run_1/met1.png
The bar under the picture is 20 um long. Supply wires on this layer in gray.
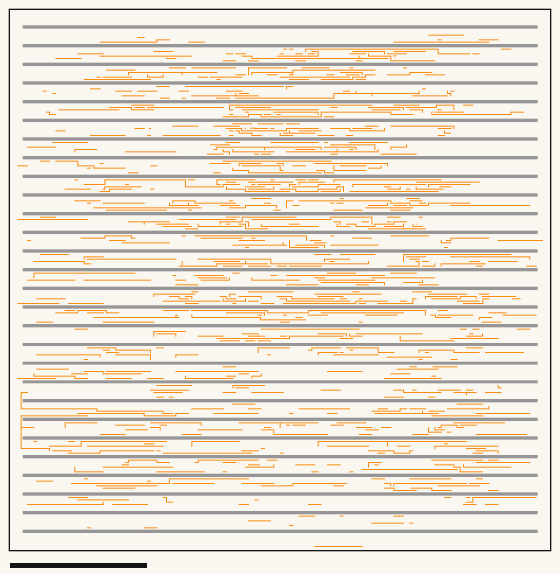
run_1/met2.png
The bar under the picture is 20 um long.
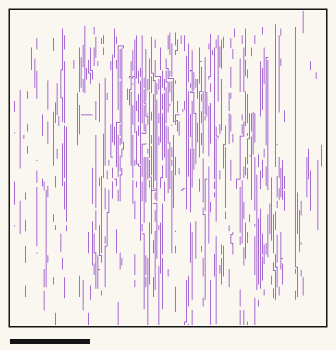
run_1/met3.png
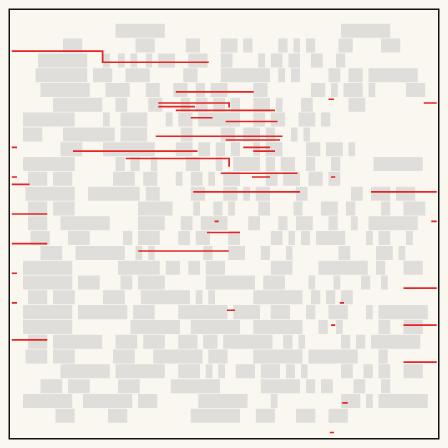
`config.mk`:
```
export PLATFORM = sky130hd
export DESIGN_NAME = i2c_target
export DESIGN_NICKNAME = d
export VERILOG_FILES = /design/src/rtl/i2c_pkg.sv /design/src/rtl/i2c_bus_sync.sv /design/src/rtl/i2c_target.sv
export SDC_FILE = /design/constraint.sdc
export NUM_CORES = 1
export LEC_CHECK = 0
export ABC_CLOCK_PERIOD_IN_PS = 2250
export CAP_MARGIN = 10
export CELL_PAD_IN_SITES_DETAIL_PLACEMENT = 1
export CELL_PAD_IN_SITES_GLOBAL_PLACEMENT = 1
export CORE_MARGIN = 1.5
export CORE_UTILIZATION = 43
export DETAILED_ROUTE_END_ITERATION = 10
export GPL_TIMING_DRIVEN = 0
export MAX_ROUTING_LAYER = met4
export PLACE_DENSITY_LB_ADDON = 0.1
export SYNTH_ARGS = -nofsm -noshare
export SYNTH_HDL_FRONTEND = slang
export SYNTH_SLANG_ARGS = --single-unit
```
`constraint.sdc`:
```
create_clock -name pclk -period 2.25 [get_ports pclk]
set_input_delay 0.3375 -clock pclk [delete_from_list [all_inputs] [get_ports pclk]]
set_output_delay 0.3375 -clock pclk [all_outputs]
set_load 0.02 [all_outputs]
```
`src/rtl/i2c_pkg.sv`:
```
`default_nettype none
// ============================================================================
//  Module      : i2c_pkg
//  Description : Shared types and constants for the I2C target engine.
//  Revision    : 1.0 - initial release
// ============================================================================
package i2c_pkg;

  typedef enum logic [3:0] {
    IDLE     = 4'd0,
    ADDR     = 4'd1,
    ADDR_ACK = 4'd2,
    RX_BYTE  = 4'd3,
    RX_ACK   = 4'd4,
    TX_WAIT  = 4'd5,
    TX_BYTE  = 4'd6,
    TX_ACK   = 4'd7,
    IGNORE   = 4'd8
  } target_state_e;

  localparam logic I2C_RW_READ  = 1'b1;
  localparam logic I2C_RW_WRITE = 1'b0;

  // Address byte matches when its upper seven bits equal the target address;
  // the general-call address (all zeros) is never claimed.
  function automatic logic addr_match(input logic [7:0] addr_byte,
                                      input logic [6:0] target);
    return (addr_byte[7:1] == target) && (addr_byte[7:1] != 7'h00);
  endfunction

endpackage
`default_nettype wire

```
`src/rtl/i2c_bus_sync.sv`:
```
`default_nettype none
// ============================================================================
//  Module      : i2c_bus_sync
//  Description : SCL/SDA input synchronizers with SCL edge and START/STOP
//                detection. Synchronizers come out of reset at the idle
//                (high) bus level so no spurious edge is seen on release.
//  Revision    : 1.0 - initial release
// ============================================================================
module i2c_bus_sync #(
  parameter int SYNC_STAGES = 2
) (
  input  logic clk,
  input  logic rst,
  input  logic scl_i,
  input  logic sda_i,
  output logic scl,
  output logic sda,
  output logic scl_rise,
  output logic scl_fall,
  output logic start_det,
  output logic stop_det
);

  // Fewer than two flops is not a synchronizer; clamp silently.
  localparam int STAGES = (SYNC_STAGES < 2) ? 2 : SYNC_STAGES;

  logic [STAGES-1:0] scl_sync;
  logic [STAGES-1:0] sda_sync;
  logic              scl_prev;
  logic              sda_prev;

  // Shift pad levels through the synchronizer and keep last synchronized level.
  always_ff @(posedge clk or posedge rst) begin
    if (rst) begin
      scl_sync <= '1;
      sda_sync <= '1;
      scl_prev <= 1'b1;
      sda_prev <= 1'b1;
    end else begin
      scl_sync <= {scl_sync[STAGES-2:0], scl_i};
      sda_sync <= {sda_sync[STAGES-2:0], sda_i};
      scl_prev <= scl;
      sda_prev <= sda;
    end
  end

  assign scl       = scl_sync[STAGES-1];
  assign sda       = sda_sync[STAGES-1];
  assign scl_rise  = scl & ~scl_prev;
  assign scl_fall  = ~scl & scl_prev;
  // SCL must be high on both samples so a simultaneous SCL fall is not misread.
  assign start_det = scl & scl_prev & sda_prev & ~sda;
  assign stop_det  = scl & scl_prev & ~sda_prev & sda;

endmodule
`default_nettype wire

```
`src/rtl/i2c_target.sv`:
```
`default_nettype none
// ============================================================================
//  Module      : i2c_target
//  Description : I2C target engine. Matches a 7-bit address, ACKs, delivers
//                written bytes to the fabric and sources read bytes from it,
//                stretching SCL while read data is pending.
//  Revision    : 1.0 - initial release
// ============================================================================
module i2c_target
  import i2c_pkg::*;
#(
  parameter logic [6:0] TARGET_ADDR = 7'h50,
  parameter int         SYNC_STAGES = 2
) (
  input  logic       pclk,
  input  logic       preset,
  input  logic       scl_i,
  input  logic       sda_i,
  output logic       scl_oe,
  output logic       sda_oe,
  output logic [7:0] rx_data,
  output logic       rx_valid,
  input  logic       rx_nack,
  output logic       tx_req,
  input  logic [7:0] tx_data,
  input  logic       tx_valid,
  output logic       busy,
  output logic       addr_hit,
  output logic       rw
);

  logic scl, sda, scl_rise, scl_fall, start_det, stop_det;

  i2c_bus_sync #(.SYNC_STAGES(SYNC_STAGES)) u_sync (
    .clk       (pclk),
    .rst       (preset),
    .scl_i     (scl_i),
    .sda_i     (sda_i),
    .scl       (scl),
    .sda       (sda),
    .scl_rise  (scl_rise),
    .scl_fall  (scl_fall),
    .start_det (start_det),
    .stop_det  (stop_det)
  );

  target_state_e state, state_n;
  logic [2:0] bit_cnt, bit_cnt_n;
  logic [7:0] shift, shift_n;
  logic [7:0] tx_shift, tx_shift_n;
  logic       tx_full, tx_full_n;   // read byte accepted while SCL still high
  logic       ack_drv, ack_drv_n;   // ACK bit currently being driven
  logic       nack_l, nack_l_n;
  logic       sda_oe_n, scl_oe_n, rx_valid_n, tx_req_n, addr_hit_n, rw_n, busy_n;
  logic [7:0] rx_data_n;
  logic [7:0] rx_byte;
  logic [7:0] tx_byte;
  logic       tx_have;

  assign rx_byte = {shift[6:0], sda};
  assign tx_byte = tx_full ? tx_shift : tx_data;
  assign tx_have = tx_full | tx_valid;

  // State register and all registered outputs.
  always_ff @(posedge pclk or posedge preset) begin
    if (preset) begin
      state    <= IDLE;
      bit_cnt  <= 3'd0;
      shift    <= 8'h00;
      tx_shift <= 8'h00;
      tx_full  <= 1'b0;
      ack_drv  <= 1'b0;
      nack_l   <= 1'b0;
      sda_oe   <= 1'b0;
      scl_oe   <= 1'b0;
      rx_data  <= 8'h00;
      rx_valid <= 1'b0;
      tx_req   <= 1'b0;
      addr_hit <= 1'b0;
      rw       <= 1'b0;
      busy     <= 1'b0;
    end else begin
      state    <= state_n;
      bit_cnt  <= bit_cnt_n;
      shift    <= shift_n;
      tx_shift <= tx_shift_n;
      tx_full  <= tx_full_n;
      ack_drv  <= ack_drv_n;
      nack_l   <= nack_l_n;
      sda_oe   <= sda_oe_n;
      scl_oe   <= scl_oe_n;
      rx_data  <= rx_data_n;
      rx_valid <= rx_valid_n;
      tx_req   <= tx_req_n;
      addr_hit <= addr_hit_n;
      rw       <= rw_n;
      busy     <= busy_n;
    end
  end

  // Next-state and output decode; bus conditions override bit handling.
  always_comb begin
    state_n    = state;
    bit_cnt_n  = bit_cnt;
    shift_n    = shift;
    tx_shift_n = tx_shift;
    tx_full_n  = tx_full;
    ack_drv_n  = ack_drv;
    nack_l_n   = nack_l;
    sda_oe_n   = sda_oe;
    scl_oe_n   = scl_oe;
    rx_data_n  = rx_data;
    rx_valid_n = 1'b0;
    tx_req_n   = 1'b0;
    addr_hit_n = 1'b0;
    rw_n       = rw;

    if (stop_det) begin
      state_n   = IDLE;
      sda_oe_n  = 1'b0;
      scl_oe_n  = 1'b0;
      tx_full_n = 1'b0;
      ack_drv_n = 1'b0;
    end else if (start_det) begin
      state_n   = ADDR;
      bit_cnt_n = 3'd0;
      sda_oe_n  = 1'b0;
      scl_oe_n  = 1'b0;
      tx_full_n = 1'b0;
      ack_drv_n = 1'b0;
    end else begin
      case (state)
        IDLE: begin
          sda_oe_n = 1'b0;
          scl_oe_n = 1'b0;
        end
        ADDR: begin
          if (scl_rise) begin
            shift_n   = rx_byte;
            bit_cnt_n = bit_cnt + 3'd1;
            if (bit_cnt == 3'd7) begin
              if (addr_match(rx_byte, TARGET_ADDR)) begin
                addr_hit_n = 1'b1;
                rw_n       = rx_byte[0];
                ack_drv_n  = 1'b0;
                state_n    = ADDR_ACK;
              end else begin
                state_n = IGNORE;
              end
            end
          end
        end
        ADDR_ACK: begin
          if (scl_fall) begin
            if (!ack_drv) begin
              sda_oe_n  = 1'b1;
              ack_drv_n = 1'b1;
            end else begin
              sda_oe_n  = 1'b0;
              ack_drv_n = 1'b0;
              bit_cnt_n = 3'd0;
              if (rw == I2C_RW_READ) begin
                tx_req_n  = 1'b1;
                tx_full_n = 1'b0;
                state_n   = TX_WAIT;
              end else begin
                state_n = RX_BYTE;
              end
            end
          end
        end
        RX_BYTE: begin
          if (scl_rise) begin
            shift_n   = rx_byte;
            bit_cnt_n = bit_cnt + 3'd1;
            if (bit_cnt == 3'd7) begin
              rx_data_n  = rx_byte;
              rx_valid_n = 1'b1;
              nack_l_n   = rx_nack;
              ack_drv_n  = 1'b0;
              state_n    = RX_ACK;
            end
          end
        end
        RX_ACK: begin
          if (scl_fall) begin
            if (!ack_drv) begin
              sda_oe_n  = !nack_l;
              ack_drv_n = 1'b1;
            end else begin
              sda_oe_n  = 1'b0;
              ack_drv_n = 1'b0;
              bit_cnt_n = 3'd0;
              state_n   = nack_l ? IGNORE : RX_BYTE;
            end
          end
        end
        TX_WAIT: begin
          if (tx_valid && !tx_full) begin
            tx_shift_n = tx_data;
            tx_full_n  = 1'b1;
          end
          // First bit may only be placed while SCL is low.
          if (tx_have && !scl) begin
            tx_shift_n = tx_byte;
            tx_full_n  = 1'b0;
            sda_oe_n   = !tx_byte[7];
            scl_oe_n   = 1'b0;
            bit_cnt_n  = 3'd0;
            state_n    = TX_BYTE;
          end else begin
            scl_oe_n = !tx_have && !scl;
          end
        end
        TX_BYTE: begin
          if (scl_fall) begin
            bit_cnt_n = bit_cnt + 3'd1;
            if (bit_cnt == 3'd7) begin
              sda_oe_n = 1'b0;
              state_n  = TX_ACK;
            end else begin
              tx_shift_n = {tx_shift[6:0], 1'b0};
              sda_oe_n   = !tx_shift[6];
            end
          end
        end
        TX_ACK: begin
          if (scl_rise) begin
            if (!sda) begin
              tx_req_n  = 1'b1;
              tx_full_n = 1'b0;
              state_n   = TX_WAIT;
            end else begin
              state_n = IGNORE;
            end
          end
        end
        IGNORE: begin
          sda_oe_n = 1'b0;
          scl_oe_n = 1'b0;
        end
        default: begin
          state_n  = IDLE;
          sda_oe_n = 1'b0;
          scl_oe_n = 1'b0;
        end
      endcase
    end

    busy_n = (state_n != IDLE);
  end

endmodule
`default_nettype wire

```
==> Table 3: Implementation characteristics, run 1 <==
Characteristics after synthesis and place and route

Parameter                              Value

Floorplanning
  Core area .................. between 0.005 and 0.006 mm^2
  Number of core rows .................. 27
  I/O Pins .................. 29
  Chip height .................. roughly 79 um
  Core utilization before placement .................. 0.446

Drt
  Final routed DRC violation total .................. 0
  Iteration tally of the first detailed-router pass .................. 4
  Per-cell via count in the routed design .................. roughly 5.8

Final timing
  Final setup skew .................. approximately 0.0074 ns
  Top achievable clock speed .................. between 0.4 and 0.5 GHz
  Worst slew margin relative to its limit .................. 0.624
  Number of failing hold endpoints at the final stage .................. 0
  WHS .................. 0.337 ns
  Number of pins exceeding their max-slew limit in the final report .................. 0
  Total setup violations reported at the end of the flow .................. 0
  Final worst-path cycle share .................. 0.954
  Minimum clock period .................. about 2.1 ns

Logic synthesis
  Chip area in the Yosys report .................. between 0.002 and 0.0025 mm^2
  Post-synthesis async set-or-reset flop share .................. 1.00
  Number of warnings issued by yosys .................. 0
  Number of distinct library cells after synthesis .................. roughly 57
  Number of synthesized register bits .................. between 40 and 50
  Most instantiated flip-flop cell in the synthesis netlist .................. dfrtp_1
  Total cells reported by yosys after synthesis .................. 237
  Post-synth tally of flip-flops with integrated enable .................. 0

Run status
  Result of the run .................. complete, no violations

Clocking
  Clock transition at the registers of the reported paths .................. 0.09 ns
  Number of hold buffers added after CTS .................. 0
  CTS tree .................. built
  Clk Tree Root Cell .................. clkbuf_8
  Clock buffers created by TritonCTS .................. 5
  Clock latency on the worst-skew pair .................. roughly 0.3 ns
  Maximum level of the CTS H-tree .................. 2
  # clock sinks .................. approximately 46

Worst setup path
  Type of the setup path with the least slack .................. reg -> reg
  Critical Path RT .................. around 2.4 ns
  Sequence of cells on the critical path .................. buf_6 > and2b_1 > nor3_1 > a311oi_1 > a31oi_1 > or4_1
  Delay of the slowest critical-path stage .................. a little under 0.6 ns
  Critical path endpoint category .................. flip-flop
  Type of element launching the critical path .................. flip-flop
  Worst-path maximum fanout .................. 10
  Cell class contributing the biggest share of worst-path delay .................. simple AND/OR/NAND/NOR gates
  Crit path max-delay cell type .................. dfstp_2
  Worst Path Buf+Inv .................. 1
  Critical path arrival .................. about 2.3 ns

Pwr
  Part of the power in the clock network .................. 0.214
  Comb power frac .................. 0.338
  Internal power .................. around 1.6 mW
  Sequential cell fraction of total power .................. 0.448
  Power per standard cell area .................. 858 mW/mm^2
  Reported net switching power .................. roughly 0.9 mW
  Peak ir drop on the vdd network .................. between 0.4 and 0.5 mV
  Switching Fraction .................. 0.354

Global route
  GRT Residual Overflow .................. 0
  Vias in the first global route .................. 2,188
  Pin count of the biggest net entering global routing .................. 31
  First-pass GRT wire length .................. 10,900 um
  Combined global-route utilization of all metal layers .................. 0.235
  M1 GR Usage .................. 0.296
  Top Usage Layer GRT .................. met2

Run
  # Max-Cap Violations .................. 0
  Number of warnings in the stage logs .................. 26

Final layout
  Seq. cell area .................. roughly 0.0012 mm^2
  Count of nets after finishing .................. approximately 290
  Filler cells .................. around 610
  Area overhead of the layout relative to synthesis .................. 20.0%
  Number of antenna repair diodes .................. 0
  Tally of non-filler cells in the final layout .................. roughly 350
  Final Cell Area .................. just under 0.003 mm^2
  Area used by multi-input combinational logic .................. 0.00120 mm^2

Placement
  Routability cong. .................. ~0.94
  Placed wire-length estimate .................. approximately 4600 um
  Post-Place Cell Area .................. roughly 0.0028 mm^2
  Post-Place Cells .................. around 340

Min path
  Hold crit path type .................. in -> async
## Picture notes: met1.png
longest straight run	21.6 um
main direction	horizontal
share of all routed wire	45%
nets with wire on the layer	268
wire length on this layer	2,880 um

## Picture notes: met2.png
wire length on this layer	3,090 um
main direction	vertical
longest straight run	59.7 um
share of all routed wire	48%
Final Routed Wirelength: 6390 um
global-route track usage on met2: 0.381
number of vias after detailed routing: 1,997

## Picture notes: met3.png
main direction	horizontal
wire length on this layer	305 um
share of all routed wire	4.8%
longest straight run	23.0 um

-- run 1: cell type report --
cell class,count,share of cell area
flip-flops and latches,46,0.393
well taps,72,0.0305
inverters,8,0.0102
clock inverters,1,0.00297
clock buffers,7,0.0293
multi-input cells,170,0.408
plain buffers,13,0.0246
repair buffers,29,0.102
-- run 1: layout by cell type, fill, tap and decap left out, types with 7 or more instances in the layout --
cell	netlist	routed
clkdlybuf4s50_1	0	28
dfrtp_1	40	40
nor2_1	8	8
mux2_2	17	17
o21ai_1	8	8
nand2b_1	10	10
buf_2	7	7
o21ai_0	8	8
nand2_1	24	24
a21oi_1	10	10
-- run 1: power groups by stage --
stage / clock network, mW / logic [mW] / registers [mW]
finish: 0.542 / 0.856 / 1.13
global route: 0.593 / 0.954 / 1.16
CTS: 0.565 / 0.863 / 1.13
detailed placement: 0 / 0.857 / 1.15
global placement: 0 / 0.830 / 1.14
floorplan: 0 / 0.601 / 1.13
-- run 1: cells in the mapped netlist (4+ instances only) --
cell	count	area, um^2
dfstp_2	6	158
dfrtp_1	40	1000
mux2_2	17	191
nand2_1	24	90.1
a31oi_1	6	37.5
nor2_1	8	30.0
buf_2	7	35.0
nand3_1	5	25.0
nand2b_1	10	62.6
o21ai_1	8	40.0
nor2b_1	4	25.0
o21ai_0	8	40.0
inv_1	7	26.3
mux2i_1	4	40.0
and3_1	6	37.5
a21oi_1	10	50.1
-- run 1: registers in the layout, summed over array words and instances, names as in the netlist, 2 cells and up --
name             cells
bit_cnt              3
rx_data              8
shift                7
state                4
tx_shift             8
u_sync.scl_sync      2
u_sync.sda_sync      2
-- run 1: final timing paths --
kind                            cells past startpoint  slack (ns)                  to                from
max in group asynchronous                           3        1.34     u_sync.sda_prev              preset
worst max-delay path                                6        0.10                busy  u_sync.scl_sync[1]
min in group pclk                                   0        0.36  u_sync.scl_sync[1]  u_sync.scl_sync[0]
worst max register to register                      6        0.10                busy  u_sync.scl_sync[1]
worst min-delay path                                2        0.34            state[2]              preset
worst min register to register                      0        0.36  u_sync.scl_sync[1]  u_sync.scl_sync[0]
-- run 1: timing repair --
action	in CTS	in global routing
pin swaps	1	0
gates resized	0	1
buffers inserted	0	0
endpoints found under the setup margin	1	7
-- run 1: layer usage --
layer	wire length (um)	vias to the layer above	share of wire
met5	0	-	0
met4	121	0	0.019
met3	304	14	0.048
met2	3090	54	0.48
met1	2880	982	0.45
li1	-	947	-
-- run 1: per-stage QoR --
stage / total power, mW / TNS, ns / utilization / worst slack [ns]
2_1_floorplan: 1.73 / 0 / - / 0.287
3_5_place_dp: 2.01 / -0.00229 / 0.517 / -0.00229
6_report: 2.53 / 0 / 0.536 / 0.105
3_3_place_gp: 1.97 / -4.07 / 0.514 / -0.105
5_1_grt: 2.71 / -0.000745 / 0.536 / -0.000745
4_1_cts: 2.56 / 0 / 0.535 / 0.105
-- run 1: logic make-up after synthesis --
group	synth area share
simple gates	0.216
fa+ha+maj	0.0102
mux	0.0941
flops	0.471
compound gates	0.167
buf+inv	0.0417
==> run 1 -> run 2 <==
ABC_CLOCK_PERIOD_IN_PS = unset   (was 2250)
CAP_MARGIN = unset   (was 10)
SKIP_LAST_GASP = 1   (was unset)
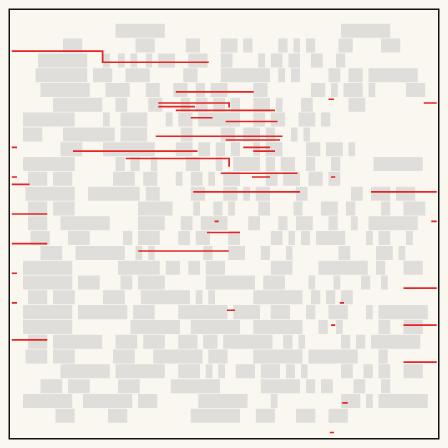
run_2/met3.png
longest straight run	23.0 um
share of all routed wire	4.8%
met3 track demand over resource in global routing: 0.0384

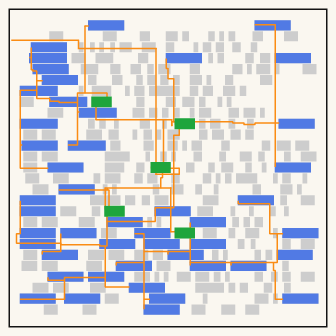
run_2/clock_map.png
[cells driving clock nets] green | count: 5
[clock wires] orange | length: 628 um
[flip-flops] blue | count: 46
flops lie	widely spread
routed clock nets	6
clock group power: 0.542 mW
final setup skew: 0.00743 ns
part of the power in the clock network: 0.214

==> Table 3: Implementation characteristics, run 2 <==
Characteristics after synthesis and place and route

Parameter                              Value

Run status
  Result of the run .................. complete, no violations

Logic synthesis
  Area share of the largest cell type after synthesis .................. 0.407 (unchanged)
  Number of distinct library cells after synthesis .................. 57 (unchanged)
  Most instantiated flip-flop cell in the synthesis netlist .................. dfrtp_1
  Number of warnings issued by yosys .................. 0 (unchanged)
  Largest area contributor in the netlist .................. dfrtp_1
  Number of synthesized register bits .................. 46 (unchanged)
  Total cells reported by yosys after synthesis .................. 237 (unchanged)

Drt
  Final Routed Wirelength .................. 6390 um (unchanged)
  Met3 wire len .................. 304 um (unchanged)
  Per-cell via count in the routed design .................. 5.77 (unchanged)
  Iteration tally of the first detailed-router pass .................. 4 (unchanged)
  Detail Route met2 WL .................. 3090 um (unchanged)
  Top Layer Used .................. met4
  Number of vias after detailed routing .................. 1,997 (unchanged)

Final layout
  Final Core Density .................. 0.536 (unchanged)
  Most instantiated logic cell after routing .................. dfrtp_1
  Largest registers .................. rx_data (8), tx_shift (8), shift (7)

Final timing
  Total setup violations reported at the end of the flow .................. 0 (unchanged)

Clocking
  Clock latency on the worst-skew pair .................. 0.30 ns (about the same)
  Post-CTS Setup Repair Bufs .................. 0 (unchanged)
  CTS tree .................. built
  Clock transition at the registers of the reported paths .................. 0.09 ns (about the same)
  Clk Tree Root Cell .................. clkbuf_8

Run
  # Max-Cap Violations .................. 0 (unchanged)

Global route
  GRT Residual Overflow .................. 0 (unchanged)
  First-pass GRT wire length .................. 10,900 um (unchanged)

Worst setup path
  Sequence of cells on the critical path .................. buf_6 > and2b_1 > nor3_1 > a311oi_1 > a31oi_1 > or4_1
  Worst-path maximum fanout .................. 10 (unchanged)
  Endpoint of the most critical register-to-register path .................. busy
  Type of the setup path with the least slack .................. reg -> reg
  Critical Path RT .................. 2.43 ns (about the same)
  Critical path endpoint category .................. flip-flop
  Startpoint of the worst-slack reg-to-reg timing path .................. u_sync.scl_sync[1]
  Type of element launching the critical path .................. flip-flop

Placement
  Routability cong. .................. 0.940 (unchanged)
  Post-Place Cells .................. 338 (unchanged)
  Placed wire-length estimate .................. 4620 um (unchanged)

Min path
  Hold crit path type .................. in -> async

Floorplanning
  I/O Pins .................. 29 (unchanged)
  Chip height .................. 78.6 um (unchanged)
  Core area .................. 0.00551 mm^2 (unchanged)
  Core utilization before placement .................. 0.446 (unchanged)

Pwr
  Peak ir drop on the vdd network .................. 0.421 mV (unchanged)
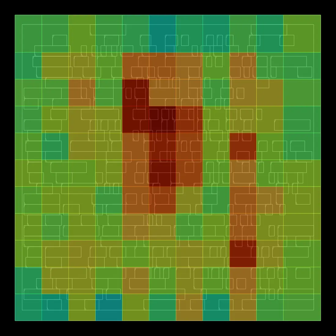
run_2/final_congestion.png
Top Usage Layer GRT: met2
M1 GR Usage: 0.296

-- run 2: worst reg2reg max path, delay by kind of cell, from the launching register on --
kind | cells | cell delay [ns]
buffers and inverters | 1 | 0.16
AOI/OAI and AO/OA | 2 | 0.48
and+or+nand+nor | 3 | 0.80
DFF | 1 | 0.59
-- run 2: how the worst max path moves through the flow --
| stage | startpoint | end |
|---|---|---|
| final | u_sync.scl_sync[1] | busy |
| after floorplan | bit_cnt[0] | rw |
| after CTS | bit_cnt[0] | busy |
| after global placement | preset | bit_cnt[2] |
| after detailed placement | tx_valid | busy |
| after global routing | u_sync.scl_sync[1] | busy |
-- run 2: layer usage --
metal  up-vias  global-route usage
met2        54               0.381
met1       982               0.296
met3        14              0.0384
met4         0              0.0839
li1        947                   -
met5         -                   -
-- run 2: kinds of logic (layout without fill, tap and decap cells) --
| logic type | Yosys count | in the layout | synth area share |
|---|---|---|---|
| AOI/OAI and AO/OA | 62 | 62 | 0.167 |
| adders and majority gates | 2 | 2 | 0.0102 |
| buffers and inverters | 21 | 58 | 0.0417 |
| DFF | 46 | 46 | 0.471 |
| muxes | 21 | 21 | 0.0941 |
| and+or+nand+nor | 85 | 85 | 0.216 |
-- run 2: power by group --
part | internal (mW) | switching (mW) | total (mW)
logic | 0.384 | 0.472 | 0.856
clock network | 0.254 | 0.288 | 0.542
registers | 0.998 | 0.135 | 1.13
total | 1.64 | 0.895 | 2.53
-- run 2: repair_timing --
item,4_1_cts,5_1_grt
gates resized,0,1
endpoints found under the hold margin,0,0
setup endpoints to repair,1,7
pin swaps,1,0
-- run 2: stage by stage --
stage	power (mW)	TNS (ns)	setup slack, ns	hold slack, ns
floorplan	1.73	0	0.287	0.342
global placement	1.97	-4.07	-0.105	0.346
detailed placement	2.01	-0.00229	-0.00229	0.349
CTS	2.56	0	0.105	0.355
global route	2.71	-0.000745	-0.000745	0.367
finish	2.53	0	0.105	0.337
-- run 2: area by class of cell --
class / instances / area share
Multi-Input combinational cell: 170 / 0.408
Sequential cell: 46 / 0.393
Inverter: 8 / 0.0102
Clock buffer: 7 / 0.0293
Clock inverter: 1 / 0.00297
Timing Repair Buffer: 29 / 0.102
Buffer: 13 / 0.0246
Tap cell: 72 / 0.0305
run_2/met1.png
The bar under the picture is 20 um long. Supply wires on this layer in gray.
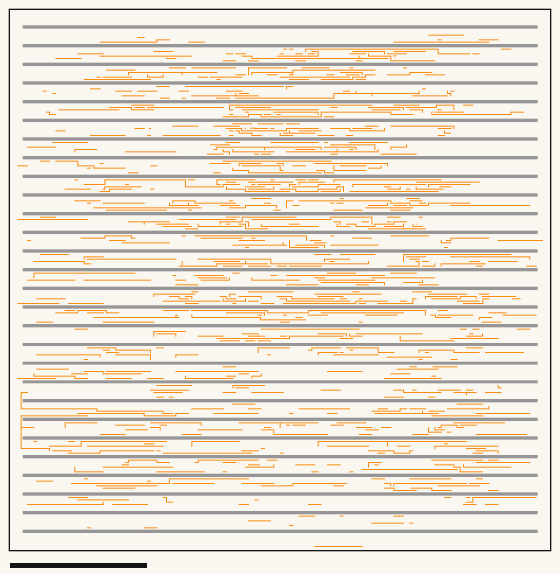

==> run 2 -> run 3 <==
MAX_ROUTING_LAYER = unset   (was met4)
PLACE_DENSITY = 0.81   (was unset)
PLACE_DENSITY_LB_ADDON = unset   (was 0.1)
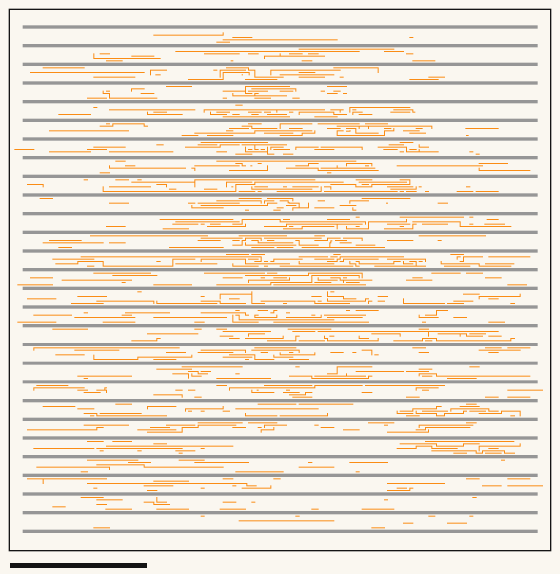
run_3/met1.png
The bar under the picture is 20 um long. Supply wires on this layer in gray.
nets with wire on the layer	262
longest straight run	26.7 um
main direction	horizontal

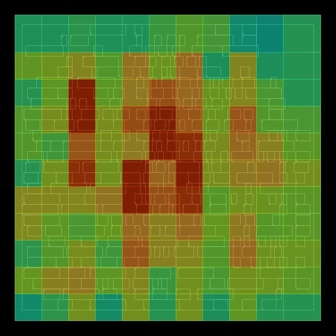
run_3/final_congestion.png
M1 GR Usage: 0.282
met3 track demand over resource in global routing: 0.0395
global-route track usage on met2: 0.382

==> Table 3: Implementation characteristics, run 3 <==
Characteristics after synthesis and place and route

Parameter                              Value

Worst setup path
  Critical path endpoint category .................. flip-flop
  Endpoint of the most critical register-to-register path .................. busy
  Critical Path RT .................. 2.43 ns (about the same)
  Worst-path maximum fanout .................. 8 (-2)
  Type of the setup path with the least slack .................. reg -> reg

Clocking
  CTS tree .................. built
  Clk Tree Root Cell .................. clkbuf_8
  Clock latency on the worst-skew pair .................. 0.31 ns (about the same)
  Clock transition at the registers of the reported paths .................. 0.09 ns (about the same)
  Post-CTS Setup Repair Bufs .................. 0 (unchanged)

Floorplanning
  Core area .................. 0.00551 mm^2 (unchanged)
  Chip height .................. 78.6 um (unchanged)
  I/O Pins .................. 29 (unchanged)

Drt
  Per-cell via count in the routed design .................. 5.77 (unchanged)
  Iteration tally of the first detailed-router pass .................. 4 (unchanged)
  Final Routed Wirelength .................. 6270 um (-1.9%)
  Number of vias after detailed routing .................. 1,997 (unchanged)

Final timing
  Final setup skew .................. 0.00524 ns (-0.00219 ns)
  Number of failing hold endpoints at the final stage .................. 0
  Total setup violations reported at the end of the flow .................. 0 (unchanged)

Final layout
  Most instantiated logic cell after routing .................. dfrtp_1

Pwr
  Peak ir drop on the vdd network .................. 0.558 mV (+33%)

Logic synthesis
  Total cells reported by yosys after synthesis .................. 237 (unchanged)
  Number of synthesized register bits .................. 46 (unchanged)
  Number of warnings issued by yosys .................. 0 (unchanged)
  Number of distinct library cells after synthesis .................. 57 (unchanged)
  Count leader, synth .................. dfrtp_1
  Most instantiated flip-flop cell in the synthesis netlist .................. dfrtp_1
  Largest area contributor in the netlist .................. dfrtp_1
  Area share of the largest cell type after synthesis .................. 0.407 (unchanged)
  Commonest cells in the netlist .................. 40 x dfrtp_1, 24 x nand2_1, 17 x mux2_2

Run
  # Max-Cap Violations .................. 0 (unchanged)

Min path
  Hold crit path type .................. in -> async

Global route
  First-pass GRT wire length .................. 10,600 um (-2.3%)
  GRT Residual Overflow .................. 0 (unchanged)

Placement
  Placed wire-length estimate .................. 4600 um (-0.25%)
  Routability cong. .................. 0.880 (-6.3%)

Run status
  Result of the run .................. complete, no violations
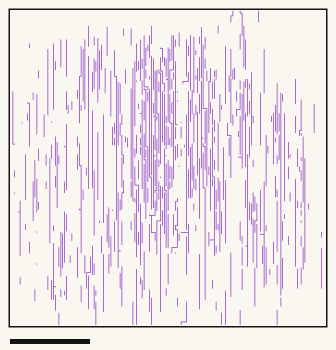
run_3/met2.png
The bar under the picture is 20 um long.
nets with wire on the layer	264
main direction	vertical

run 3: cell counts after synthesis:
No cell type changed its count.
run 3: worst max path at each step:
| stage | from | slack, ns | cells after the start | endpoint |
|---|---|---|---|---|
| 6_report | bit_cnt[0] | 0.11 | 8 | busy |
| 5_1_grt | bit_cnt[0] | 0.01 | 8 | busy |
| 4_1_cts | u_sync.scl_sync[1] | 0.07 | 7 | tx_shift[5] |
| 3_5_place_dp | bit_cnt[0] | 0.02 | 8 | busy |
| 3_3_place_gp | preset | -0.10 | 2 | bit_cnt[1] |
| 2_1_floorplan | bit_cnt[0] | 0.29 | 6 | rw |
run 3: repair_timing:
action	in CTS	in global routing
endpoints found under the setup margin	2	4
gates resized	0	2
pin swaps	1	0
hold buffers	0	0
run 3: stage by stage:
step | hold slack (ns) | worst slack (ns) | std cells | TNS (ns) | util
2_1_floorplan | 0.342 | 0.287 | 237 | 0 | -
3_3_place_gp | 0.346 | -0.101 | 337 | -3.90 | 0.514
3_5_place_dp | 0.347 | 0.0173 | 338 | 0 | 0.517
4_1_cts | 0.291 | 0.0748 | 346 | 0 | 0.535
5_1_grt | 0.312 | 0.0101 | 346 | 0 | 0.536
6_report | 0.287 | 0.109 | 346 | 0 | 0.536
run 3: layout make-up:
type / instances / share of cell area
plain buffers: 13 / 0.0246
clock buffers: 7 / 0.0292
clock inverters: 1 / 0.00297
inverters: 8 / 0.0102
multi-input cells: 170 / 0.408
flip-flops and latches: 46 / 0.392
well taps: 72 / 0.0305
repair buffers: 29 / 0.102
run 3: power breakdown:
group,switching [mW],internal (mW)
sequential,0.137,0.998
combinational,0.483,0.384
clock,0.294,0.254
run 3: critical path, delay by kind of cell (launching register included):
| kind | cells | cell delay (ns) |
|---|---|---|
| fa+ha+maj | 2 | 0.39 |
| simple gates | 3 | 0.82 |
| buf+inv | 1 | 0.17 |
| flops | 1 | 0.41 |
| compound gates | 2 | 0.21 |
run 3: routing by layer:
layer  vias to the layer above  wire length [um]  track usage
met4                         0                78       0.0696
met5                         -                 0            0
met3                         8               322       0.0395
met1                       991              2790        0.282
li1                        940                 -            -
met2                        58              3080        0.382
run 3: cell families after synthesis:
kind of cell             Yosys count  share of synthesized area
AND/OR/NAND/NOR                   85                      0.216
AND-OR/OR-AND                     62                      0.167
flip-flops                        46                      0.471
buffers and inverters             21                     0.0417
multiplexers                      21                     0.0941
adder cells (fa/ha/maj)            2                     0.0102
Power and IR drop assume default switching activity.
